==> src/rtl/video_timing_pkg.sv <==
// -----------------------------------------------------------------------------
// video_timing_pkg
// Shared timing constants for the video sync generators.
//   - default horizontal timing (line period, sync, blank, scan-in, INT, fetch)
//   - the four horizontal pixel-window modes and their 2-bit encoding
// Used by video_sync_h_gen and intended for reuse by the vertical generator.
// No ports (package).
// -----------------------------------------------------------------------------
package video_timing_pkg;

  // Default horizontal timing, all in cend (7 MHz pixel) cycles
  localparam int DEF_CW           = 9;
  localparam int DEF_HPERIOD      = 448;
  localparam int DEF_HSYNC_BEG    = 10;
  localparam int DEF_HSYNC_END    = 43;
  localparam int DEF_HBLNK_END    = 88;
  localparam int DEF_SCANIN_BEG   = 88;
  localparam int DEF_HINT_BEG     = 2;
  localparam int DEF_FETCH_FOREGO = 18;
  localparam int DEF_FETCH_WAIT   = 4;

  // Pixel windows: begin/end hcount per mode
  localparam int DEF_HPIX_BEG_0 = 140;  // Pentagon 256 px
  localparam int DEF_HPIX_END_0 = 396;
  localparam int DEF_HPIX_BEG_1 = 108;  // ATM 320 px
  localparam int DEF_HPIX_END_1 = 428;
  localparam int DEF_HPIX_BEG_2 = 124;  // 288 px
  localparam int DEF_HPIX_END_2 = 412;
  localparam int DEF_HPIX_BEG_3 = 100;  // 336 px
  localparam int DEF_HPIX_END_3 = 436;

  // Pixel-window mode encoding
  typedef enum logic [1:0] {
    MODE_PENT256 = 2'd0,
    MODE_ATM320  = 2'd1,
    MODE_W288    = 2'd2,
    MODE_W336    = 2'd3
  } hmode_e;

  // Window width in pixels for a begin/end pair (informational helper)
  function automatic int win_width(input int beg_pos, input int end_pos);
    return end_pos - beg_pos;
  endfunction

endpackage : video_timing_pkg

==> src/rtl/video_fetch_delay.sv <==
// -----------------------------------------------------------------------------
// video_fetch_delay
// DEPTH-stage shift register advanced on each pixel-cycle enable. Used to
// delay the fetch trigger in non-text modes.
// Ports:
//   clk   : system clock
//   rst_n : asynchronous active-low reset (all stages cleared)
//   en    : shift enable (cend)
//   clr   : synchronous clear, wins over en
//   din   : bit shifted into stage 0
//   dout  : last stage
// -----------------------------------------------------------------------------
module video_fetch_delay #(
  parameter int DEPTH = 4
) (
  input  logic clk,
  input  logic rst_n,
  input  logic en,
  input  logic clr,
  input  logic din,
  output logic dout
);

  logic [DEPTH-1:0] stage_r;

  // Shift chain: clear has priority, otherwise shift on enable
  always_ff @(posedge clk or negedge rst_n) begin
    if (!rst_n) begin
      stage_r <= {DEPTH{1'b0}};
    end else if (clr) begin
      stage_r <= {DEPTH{1'b0}};
    end else if (en) begin
      stage_r[0] <= din;
      for (int i = 1; i < DEPTH; i++) begin
        stage_r[i] <= stage_r[i-1];
      end
    end else begin
      stage_r <= stage_r;
    end
  end

  assign dout = stage_r[DEPTH-1];

endmodule : video_fetch_delay

==> src/rtl/video_sync_h_gen.sv <==
// -----------------------------------------------------------------------------
// video_sync_h_gen
// Horizontal video timing generator. Counts pixel cycles (cend) over a line of
// HPERIOD cycles and produces blank/sync/pixel levels, single-clock event
// strobes aligned with cend, and fetch start/end strobes for the fetcher.
// Ports:
//   clk          : system clock (28 MHz)
//   rst_n        : asynchronous active-low reset
//   init         : phase init, sampled when cend=1 (forces hcount to 0)
//   cend         : pixel-cycle strobe
//   pre_cend     : strobe one clk before cend
//   mode_sel     : requested pixel-window mode (taken at line wrap / init)
//   mode_a_text  : text mode, fetch without the FETCH_WAIT delay
//   hsync_pol    : 0 active-high hsync, 1 active-low
//   hcount       : current horizontal count
//   hblank,hsync,hpix : levels
//   line_start, hsync_start, scanin_start, hint_start,
//   fetch_start, fetch_end, line_end : one-clk strobes coinciding with cend
// -----------------------------------------------------------------------------
module video_sync_h_gen
  import video_timing_pkg::*;
#(
  parameter int CW           = DEF_CW,
  parameter int HPERIOD      = DEF_HPERIOD,
  parameter int HSYNC_BEG    = DEF_HSYNC_BEG,
  parameter int HSYNC_END    = DEF_HSYNC_END,
  parameter int HBLNK_END    = DEF_HBLNK_END,
  parameter int SCANIN_BEG   = DEF_SCANIN_BEG,
  parameter int HINT_BEG     = DEF_HINT_BEG,
  parameter int FETCH_FOREGO = DEF_FETCH_FOREGO,
  parameter int FETCH_WAIT   = DEF_FETCH_WAIT,
  parameter int HPIX_BEG_0   = DEF_HPIX_BEG_0,
  parameter int HPIX_END_0   = DEF_HPIX_END_0,
  parameter int HPIX_BEG_1   = DEF_HPIX_BEG_1,
  parameter int HPIX_END_1   = DEF_HPIX_END_1,
  parameter int HPIX_BEG_2   = DEF_HPIX_BEG_2,
  parameter int HPIX_END_2   = DEF_HPIX_END_2,
  parameter int HPIX_BEG_3   = DEF_HPIX_BEG_3,
  parameter int HPIX_END_3   = DEF_HPIX_END_3
) (
  input  logic          clk,
  input  logic          rst_n,
  input  logic          init,
  input  logic          cend,
  input  logic          pre_cend,
  input  logic [1:0]    mode_sel,
  input  logic          mode_a_text,
  input  logic          hsync_pol,
  output logic [CW-1:0] hcount,
  output logic          hblank,
  output logic          hsync,
  output logic          line_start,
  output logic          hsync_start,
  output logic          scanin_start,
  output logic          hint_start,
  output logic          hpix,
  output logic          fetch_start,
  output logic          fetch_end,
  output logic          line_end
);

  // ---------------------------------------------------------------------------
  // Elaboration-time parameter sanity
  // ---------------------------------------------------------------------------
  localparam int MIN_PIX_BEG = FETCH_FOREGO + FETCH_WAIT;

  if (!((HSYNC_BEG < HSYNC_END) && (HSYNC_END < HPERIOD))) begin : g_err_hsync
    $error("video_sync_h_gen: require HSYNC_BEG < HSYNC_END < HPERIOD");
  end
  if (FETCH_WAIT < 1) begin : g_err_wait
    $error("video_sync_h_gen: FETCH_WAIT must be at least 1");
  end
  if ((HPIX_BEG_0 < MIN_PIX_BEG) || (HPIX_BEG_1 < MIN_PIX_BEG) ||
      (HPIX_BEG_2 < MIN_PIX_BEG) || (HPIX_BEG_3 < MIN_PIX_BEG)) begin : g_err_forego
    $error("video_sync_h_gen: every HPIX_BEG_n must be >= FETCH_FOREGO+FETCH_WAIT");
  end
  if (!((HPIX_BEG_0 < HPIX_END_0) && (HPIX_END_0 < HPERIOD) &&
        (HPIX_BEG_1 < HPIX_END_1) && (HPIX_END_1 < HPERIOD) &&
        (HPIX_BEG_2 < HPIX_END_2) && (HPIX_END_2 < HPERIOD) &&
        (HPIX_BEG_3 < HPIX_END_3) && (HPIX_END_3 < HPERIOD))) begin : g_err_window
    $error("video_sync_h_gen: require HPIX_BEG_n < HPIX_END_n < HPERIOD");
  end
  if (longint'(HPERIOD) > (longint'(1) << CW)) begin : g_err_width
    $error("video_sync_h_gen: HPERIOD does not fit in CW bits");
  end

  // ---------------------------------------------------------------------------
  // Compare points at counter width
  // ---------------------------------------------------------------------------
  localparam logic [CW-1:0] LAST_C       = CW'(HPERIOD - 1);
  localparam logic [CW-1:0] ZERO_C       = CW'(0);
  localparam logic [CW-1:0] HSYNC_BEG_C  = CW'(HSYNC_BEG);
  localparam logic [CW-1:0] HSYNC_END_C  = CW'(HSYNC_END);
  localparam logic [CW-1:0] HBLNK_END_C  = CW'(HBLNK_END);
  localparam logic [CW-1:0] SCANIN_BEG_C = CW'(SCANIN_BEG);
  localparam logic [CW-1:0] HINT_BEG_C   = CW'(HINT_BEG);

  // Fetch trigger sits FETCH_FOREGO+FETCH_WAIT before the window opens; the
  // delay line re-adds FETCH_WAIT in graphic modes, text mode skips it.
  localparam logic [CW-1:0] FT_BEG_0_C = CW'(HPIX_BEG_0 - FETCH_FOREGO - FETCH_WAIT);
  localparam logic [CW-1:0] FT_BEG_1_C = CW'(HPIX_BEG_1 - FETCH_FOREGO - FETCH_WAIT);
  localparam logic [CW-1:0] FT_BEG_2_C = CW'(HPIX_BEG_2 - FETCH_FOREGO - FETCH_WAIT);
  localparam logic [CW-1:0] FT_BEG_3_C = CW'(HPIX_BEG_3 - FETCH_FOREGO - FETCH_WAIT);
  localparam logic [CW-1:0] FT_END_0_C = CW'(HPIX_END_0 - FETCH_FOREGO);
  localparam logic [CW-1:0] FT_END_1_C = CW'(HPIX_END_1 - FETCH_FOREGO);
  localparam logic [CW-1:0] FT_END_2_C = CW'(HPIX_END_2 - FETCH_FOREGO);
  localparam logic [CW-1:0] FT_END_3_C = CW'(HPIX_END_3 - FETCH_FOREGO);

  // ---------------------------------------------------------------------------
  // State
  // ---------------------------------------------------------------------------
  logic [CW-1:0] hcount_r;
  hmode_e        mode_r;
  logic          hblank_r;
  logic          sync_r;
  logic          hpix_r;
  logic          line_start_r;
  logic          hsync_start_r;
  logic          scanin_start_r;
  logic          hint_start_r;
  logic          fetch_start_r;
  logic          fetch_end_r;
  logic          line_end_r;

  logic          wrap_s;
  logic [CW-1:0] pix_beg_s;
  logic [CW-1:0] pix_end_s;
  logic [CW-1:0] ft_beg_s;
  logic [CW-1:0] ft_end_s;
  logic          fetch_time_s;
  logic          fetch_dly_s;
  logic          fetch_cond_s;
  logic          pipe_clr_s;

  // init forces a wrap, and coincides harmlessly with the natural one
  assign wrap_s     = init || (hcount_r == LAST_C);
  assign pipe_clr_s = cend && init;

  // Window compare points for the shadowed mode
  always_comb begin
    pix_beg_s = CW'(HPIX_BEG_0);
    pix_end_s = CW'(HPIX_END_0);
    ft_beg_s  = FT_BEG_0_C;
    ft_end_s  = FT_END_0_C;
    case (mode_r)
      MODE_PENT256: begin
        pix_beg_s = CW'(HPIX_BEG_0);
        pix_end_s = CW'(HPIX_END_0);
        ft_beg_s  = FT_BEG_0_C;
        ft_end_s  = FT_END_0_C;
      end
      MODE_ATM320: begin
        pix_beg_s = CW'(HPIX_BEG_1);
        pix_end_s = CW'(HPIX_END_1);
        ft_beg_s  = FT_BEG_1_C;
        ft_end_s  = FT_END_1_C;
      end
      MODE_W288: begin
        pix_beg_s = CW'(HPIX_BEG_2);
        pix_end_s = CW'(HPIX_END_2);
        ft_beg_s  = FT_BEG_2_C;
        ft_end_s  = FT_END_2_C;
      end
      MODE_W336: begin
        pix_beg_s = CW'(HPIX_BEG_3);
        pix_end_s = CW'(HPIX_END_3);
        ft_beg_s  = FT_BEG_3_C;
        ft_end_s  = FT_END_3_C;
      end
      default: begin
        pix_beg_s = CW'(HPIX_BEG_0);
        pix_end_s = CW'(HPIX_END_0);
        ft_beg_s  = FT_BEG_0_C;
        ft_end_s  = FT_END_0_C;
      end
    endcase
  end

  assign fetch_time_s = (hcount_r == ft_beg_s);

  // Horizontal counter and mode shadow, both advanced only on cend
  always_ff @(posedge clk or negedge rst_n) begin
    if (!rst_n) begin
      hcount_r <= ZERO_C;
      mode_r   <= MODE_PENT256;
    end else if (cend) begin
      if (wrap_s) begin
        hcount_r <= ZERO_C;
        mode_r   <= hmode_e'(mode_sel);
      end else begin
        hcount_r <= hcount_r + CW'(1);
        mode_r   <= mode_r;
      end
    end else begin
      hcount_r <= hcount_r;
      mode_r   <= mode_r;
    end
  end

  // Levels: set/clear from the count being left on this cend. An init does
  // not force them; they settle at their next compare point.
  always_ff @(posedge clk or negedge rst_n) begin
    if (!rst_n) begin
      hblank_r <= 1'b0;
      sync_r   <= 1'b0;
      hpix_r   <= 1'b0;
    end else if (cend) begin
      if (hcount_r == ZERO_C) begin
        hblank_r <= 1'b1;
      end else if (hcount_r == HBLNK_END_C) begin
        hblank_r <= 1'b0;
      end else begin
        hblank_r <= hblank_r;
      end

      if (hcount_r == HSYNC_BEG_C) begin
        sync_r <= 1'b1;
      end else if (hcount_r == HSYNC_END_C) begin
        sync_r <= 1'b0;
      end else begin
        sync_r <= sync_r;
      end

      if (hcount_r == pix_beg_s) begin
        hpix_r <= 1'b1;
      end else if (hcount_r == pix_end_s) begin
        hpix_r <= 1'b0;
      end else begin
        hpix_r <= hpix_r;
      end
    end else begin
      hblank_r <= hblank_r;
      sync_r   <= sync_r;
      hpix_r   <= hpix_r;
    end
  end

  // Delay line for the graphic-mode fetch trigger; init flushes pending tokens
  video_fetch_delay #(
    .DEPTH (FETCH_WAIT)
  ) u_fetch_delay (
    .clk   (clk),
    .rst_n (rst_n),
    .en    (cend),
    .clr   (pipe_clr_s),
    .din   (fetch_time_s),
    .dout  (fetch_dly_s)
  );

  // Text mode bypasses the delay line; selection follows mode_a_text live
  always_comb begin
    fetch_cond_s = fetch_dly_s;
    if (mode_a_text) begin
      fetch_cond_s = fetch_time_s;
    end else begin
      fetch_cond_s = fetch_dly_s;
    end
  end

  // Strobes: loaded on the pre_cend clock so they are high during the cend clock
  always_ff @(posedge clk or negedge rst_n) begin
    if (!rst_n) begin
      line_start_r   <= 1'b0;
      hsync_start_r  <= 1'b0;
      scanin_start_r <= 1'b0;
      hint_start_r   <= 1'b0;
      fetch_start_r  <= 1'b0;
      fetch_end_r    <= 1'b0;
      line_end_r     <= 1'b0;
    end else begin
      line_start_r   <= pre_cend && (hcount_r == HBLNK_END_C);
      hsync_start_r  <= pre_cend && (hcount_r == HSYNC_BEG_C);
      scanin_start_r <= pre_cend && (hcount_r == SCANIN_BEG_C);
      hint_start_r   <= pre_cend && (hcount_r == HINT_BEG_C);
      fetch_start_r  <= pre_cend && fetch_cond_s;
      fetch_end_r    <= pre_cend && (hcount_r == ft_end_s);
      line_end_r     <= pre_cend && (hcount_r == LAST_C);
    end
  end

  assign hcount       = hcount_r;
  assign hblank       = hblank_r;
  // Polarity is a static configuration; sync_r resets to 0 so hsync idles at hsync_pol
  assign hsync        = sync_r ^ hsync_pol;
  assign hpix         = hpix_r;
  assign line_start   = line_start_r;
  assign hsync_start  = hsync_start_r;
  assign scanin_start = scanin_start_r;
  assign hint_start   = hint_start_r;
  assign fetch_start  = fetch_start_r;
  assign fetch_end    = fetch_end_r;
  assign line_end     = line_end_r;

endmodule : video_sync_h_gen

==> config.mk <==
export PLATFORM = sky130hd
export DESIGN_NAME = video_sync_h_gen
export DESIGN_NICKNAME = d
export VERILOG_FILES = /design/src/rtl/video_timing_pkg.sv /design/src/rtl/video_fetch_delay.sv /design/src/rtl/video_sync_h_gen.sv
export SDC_FILE = /design/constraint.sdc
export NUM_CORES = 1
export LEC_CHECK = 0
export ABC_CLOCK_PERIOD_IN_PS = 2600
export CORE_MARGIN = 3
export CORE_UTILIZATION = 55
export CTS_CLUSTER_DIAMETER = 30
export DETAILED_ROUTE_END_ITERATION = 8
export PLACE_DENSITY = 0.86
export SYNTH_ARGS = -nofsm -noshare
export SYNTH_HDL_FRONTEND = slang
export SYNTH_SLANG_ARGS = --single-unit
==> constraint.sdc <==
create_clock -name clk -period 2.6 [get_ports clk]
set_input_delay 0.78 -clock clk [delete_from_list [all_inputs] [get_ports clk]]
set_output_delay 0.78 -clock clk [all_outputs]
set_load 0.05 [all_outputs]
==> impl_metrics.xml <==
<?xml version="1.0" encoding="UTF-8"?>
<metrics>
  <group name="outcome">
    <metric name="status" unit="">complete, no violations</metric>
  </group>
  <group name="route">
    <metric name="wl_per_cell" unit="µm">17.3</metric>
    <metric name="route.met3.wl" unit="µm">240</metric>
    <metric name="highest-signal-layer" unit="">met4</metric>
    <metric name="postRouteAntennaNets" unit="">0</metric>
    <metric name="route.met2.wl" unit="µm">1820</metric>
    <metric name="drt_total_wl" unit="µm">3530</metric>
    <metric name="route.detailed.drc" unit="">0</metric>
    <metric name="drt-initial-drc-count" unit="">68</metric>
    <metric name="route.layer.met1.wl" unit="µm">1410</metric>
    <metric name="drt_pass1_iterations" unit="">5</metric>
    <metric name="dr_total_vias" unit="">1269</metric>
    <metric name="detail_route.vias_per_cell" unit="">6.22</metric>
  </group>
  <group name="layout">
    <metric name="syn2layout_area_growth" unit="%">22.8</metric>
    <metric name="comb_share" unit="%">41.3</metric>
    <metric name="final-nonclk-buf-share" unit="%">17.9</metric>
    <metric name="cell_class_with_the_largest_area_share" unit="">multi-input combinational cells</metric>
    <metric name="insertedDiodeCount" unit="">0</metric>
    <metric name="final_cell_mix" unit="">dfrtp_1, clkdlybuf4s50_1, nand2_1</metric>
    <metric name="clock_buffers_and_inverters_area_share" unit="%">2.10</metric>
    <metric name="stdcell_area" unit="µm²">1730</metric>
    <metric name="seqAreaFraction" unit="%">34.7</metric>
    <metric name="final.signal_buffer_count" unit="">31</metric>
    <metric name="nMultiInputCombCells" unit="">108</metric>
    <metric name="number_of_inserted_filler_cells_in_the_final_layout" unit="">181</metric>
    <metric name="post_route_cells_drive_above_1_share" unit="%">6.25</metric>
    <metric name="clock_buf_count" unit="">4</metric>
    <metric name="multiInputGateArea" unit="µm²">716</metric>
    <metric name="ff_latch_area" unit="µm²">601</metric>
    <metric name="finalNetCount" unit="">195</metric>
    <metric name="nNonClkInverters" unit="">9</metric>
  </group>
  <group name="synthesis">
    <metric name="avgSynthCellArea" unit="µm²">9.40</metric>
    <metric name="syn-num-nets" unit="">168</metric>
    <metric name="netlist_instances" unit="">150</metric>
    <metric name="ys_seq_share" unit="%">42.6</metric>
    <metric name="ys_area" unit="µm²">1410</metric>
    <metric name="synth.lib_cells_used.distinct" unit="">36</metric>
    <metric name="synth-edff-count" unit="">0</metric>
    <metric name="ys.warnings.count" unit="">0</metric>
    <metric name="synth-seq-cells" unit="">24</metric>
    <metric name="async_set_or_reset_register_ratio_after_synthesis" unit="%">100</metric>
    <metric name="synth_area" unit="µm²">1410</metric>
    <metric name="synth.yosys.num_cells" unit="">150</metric>
    <metric name="flop_cell" unit="">dfrtp_1</metric>
  </group>
  <group name="die">
    <metric name="io_pins" unit="">28</metric>
    <metric name="inserted_tap_cell_count" unit="">28</metric>
    <metric name="floorplan.die.width" unit="µm">56.6</metric>
    <metric name="core_area" unit="µm²">2320</metric>
    <metric name="floorplan.initialDensity" unit="%">60.8</metric>
    <metric name="row_count" unit="">17</metric>
    <metric name="floorplan_die_area" unit="µm²">3210</metric>
    <metric name="die_y" unit="µm">56.6</metric>
  </group>
  <group name="critical_path">
    <metric name="critical_path_depth" unit="">1</metric>
    <metric name="crit_path_end_kind" unit="">output port</metric>
    <metric name="cp-endpoint" unit="">hcount[2]</metric>
    <metric name="critical_path.startpoint" unit="">hcount[2]$_DFFE_PN0P_</metric>
    <metric name="rr_startpoint" unit="">hcount[5]$_DFFE_PN0P_</metric>
    <metric name="data_arrival_critical_path" unit="ns">1.75</metric>
    <metric name="critical_path_top_delay_cell" unit="">clkdlybuf4s50_1</metric>
    <metric name="critical_path.n_buffers_inverters" unit="">1</metric>
    <metric name="path_cells" unit="">clkdlybuf4s50_1</metric>
    <metric name="r2r_end" unit="">mode_r[0]$_DFFE_PN0P_</metric>
    <metric name="start_kind" unit="">flip-flop</metric>
    <metric name="r2r.worst_path.cells" unit="">4</metric>
    <metric name="cpLargestDelayFamily" unit="">buffers and inverters</metric>
    <metric name="maximum_single_stage_delay_on_the_critical_path" unit="ns">0.87</metric>
    <metric name="r2r_setup_slack" unit="ns">0.71</metric>
    <metric name="crit_type" unit="">reg -&gt; out</metric>
    <metric name="crit_required" unit="ns">1.82</metric>
    <metric name="worstPathMaxFanout" unit="">11</metric>
  </group>
  <group name="global_routing">
    <metric name="globalRouteTotalUtil" unit="%">23.5</metric>
    <metric name="vias_in_the_first_global_route" unit="">1253</metric>
    <metric name="grt_max_degree" unit="">25</metric>
    <metric name="grt_pass1_wl" unit="µm">5870</metric>
    <metric name="overflow" unit="">0</metric>
    <metric name="global_route.usage.met3" unit="%">3.22</metric>
    <metric name="grt_util_met1" unit="%">28.7</metric>
    <metric name="global_route.peak_usage_layer" unit="">met2</metric>
    <metric name="antenna_violations_before_repair" unit="">0</metric>
    <metric name="groute.layer.met2.usage" unit="%">41.7</metric>
  </group>
  <group name="final_timing">
    <metric name="report.final.setup_viol" unit="">0</metric>
    <metric name="final.period_utilization" unit="%">97.2</metric>
    <metric name="period_minus_slack" unit="ns">2.53</metric>
    <metric name="tightest_slew" unit="ns">0.668</metric>
    <metric name="report.final.hold_viol_count" unit="">0</metric>
    <metric name="final_max_slew_viol_count" unit="">0</metric>
    <metric name="fin_worst_skew" unit="ns">0.00960</metric>
    <metric name="setup_tns" unit="ns">0</metric>
    <metric name="max_clock_freq" unit="MHz">396</metric>
    <metric name="rsz0062_at_grt" unit="">false</metric>
    <metric name="max_slew_margin" unit="%">55.1</metric>
    <metric name="layout_setup_ws" unit="ns">0.0726</metric>
  </group>
  <group name="power">
    <metric name="p_total" unit="W">0.000835</metric>
    <metric name="leakagePower" unit="nW">0.765</metric>
    <metric name="power_per_cell_area" unit="nW/µm²">482</metric>
    <metric name="ir_worst_vdd" unit="mV">0.405</metric>
  </group>
  <group name="cts">
    <metric name="clock_path_buffers" unit="">2</metric>
    <metric name="cts-hold-fix-buffers" unit="">0</metric>
    <metric name="cts_tree" unit="">done</metric>
    <metric name="h-tree-depth" unit="">1</metric>
    <metric name="clock_pin_slew_on_the_worst_setup_and_hold_paths" unit="ns">0.12</metric>
    <metric name="clock_root_buffer" unit="">clkbuf_4</metric>
  </group>
  <group name="worst_hold_path">
    <metric name="min_path_cells" unit="">1</metric>
    <metric name="hold_path_startpoint" unit="">u_fetch_delay.stage_r[1]$_DFFE_PN0P_</metric>
    <metric name="worst_hold_path_type" unit="">reg -&gt; reg</metric>
    <metric name="whs_endpoint" unit="">u_fetch_delay.stage_r[1]$_DFFE_PN0P_</metric>
  </group>
  <group name="place">
    <metric name="routabilityCongestion" unit="">0.952</metric>
    <metric name="dp_hpwl" unit="µm">2600</metric>
    <metric name="dpl_worst_slack" unit="ns">0.120</metric>
    <metric name="io_buffer_count" unit="">27</metric>
    <metric name="placed_cell_area" unit="µm²">1690</metric>
  </group>
  <group name="run">
    <metric name="drv.max_cap_violation_count" unit="">0</metric>
    <metric name="stage_log_warning_count" unit="">33</metric>
  </group>
</metrics>
## Yosys cell counts (all sizes together), types with 3 or more instances
| library cell | n | area [µm²] |
|---|---|---|
| nor3 | 7 | 35.0 |
| o41ai | 3 | 26.3 |
| nor2 | 12 | 47.6 |
| nor4 | 5 | 31.3 |
| nand3 | 5 | 25.0 |
| dfrtp | 24 | 601 |
| nand4 | 3 | 18.8 |
| inv | 9 | 33.8 |
| nand2 | 17 | 63.8 |
| a21oi | 4 | 20.0 |
| xor2 | 7 | 61.3 |
| o21ai | 5 | 25.0 |
| xnor2 | 5 | 43.8 |
| ha | 9 | 113 |
| nand3b | 3 | 22.5 |
| buf | 7 | 52.5 |
| o22ai | 3 | 18.8 |
## sequential cells by signal, indices dropped and copies added, names as in the netlist
name and cells:
hcount 9, u_fetch_delay.stage_r 4, mode_r 2, fetch_end 1
fetch_start 1, hblank 1, hint_start 1, hpix 1
hsync_start 1, line_end 1, scanin_start 1, sync_r 1
## kinds of logic after synthesis
group	Yosys count	synth area share [%]
AND-OR/OR-AND	28	13.9
flip-flops	24	42.6
multiplexers	1	0.710
AND/OR/NAND/NOR	58	20.7
XOR/XNOR	12	7.45
buffers and inverters	18	6.65
adder cells (fa/ha/maj)	9	7.99
## where the power goes
part | internal, W | total, W | switching, W
Sequential | 0.000387 | 0.000404 | 0.0000169
Combinational | 0.0000871 | 0.000232 | 0.000145
Clock | 0.0000857 | 0.000199 | 0.000113
Total | 0.000560 | 0.000835 | 0.000275
## stage by stage
step	std cells	util [%]	hold slack [ns]
global route	204	74.7	0.538
CTS	204	74.6	0.515
detailed placement	200	73.0	0.487
finish	204	74.7	0.509
global placement	200	73.0	0.468
floorplan	150	-	0.456
## timing repair
action	in CTS	in global routing
buffers inserted	0	0
setup endpoints to repair	0	1
gates resized	0	1
hold endpoints to repair	0	0
Fig. 1: signal wires by layer
The bar under the picture is 20 µm long. Only two layers are drawn.
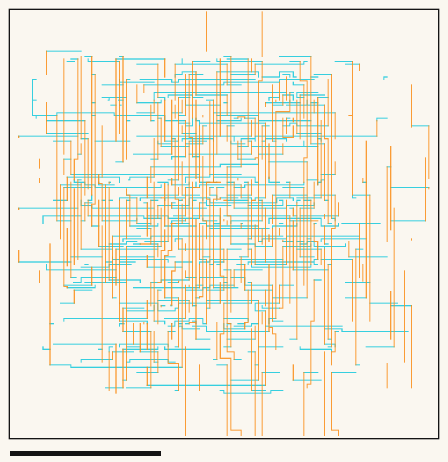
legend:
  met1:
    color: cyan
    wire_length: 1,410 µm
  met2:
    color: orange
    wire_length: 1,820 µm

Fig. 2: clock nets
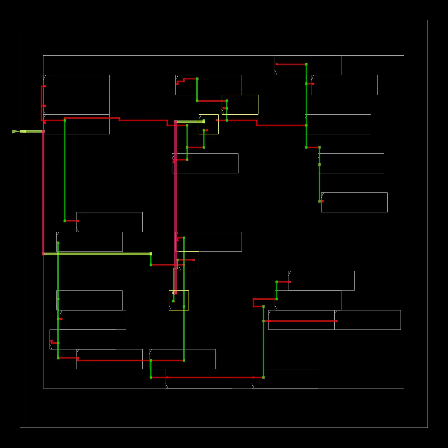
power in the clock group: 0.000199 W
FF+latch count: 24
worst-skew pair later-pin latency: 0.32 ns
cts bufs inserted: 3
# clock sinks: 24

Fig. 3: signal wires on met3
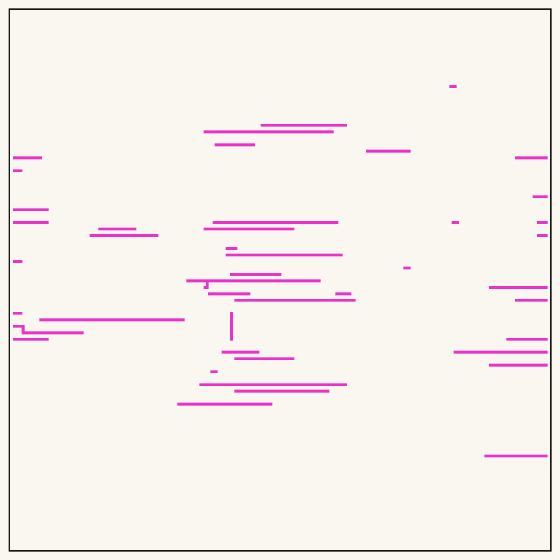
wire length on this layer: 240 µm
main direction: horizontal

Power and IR drop assume default switching activity.
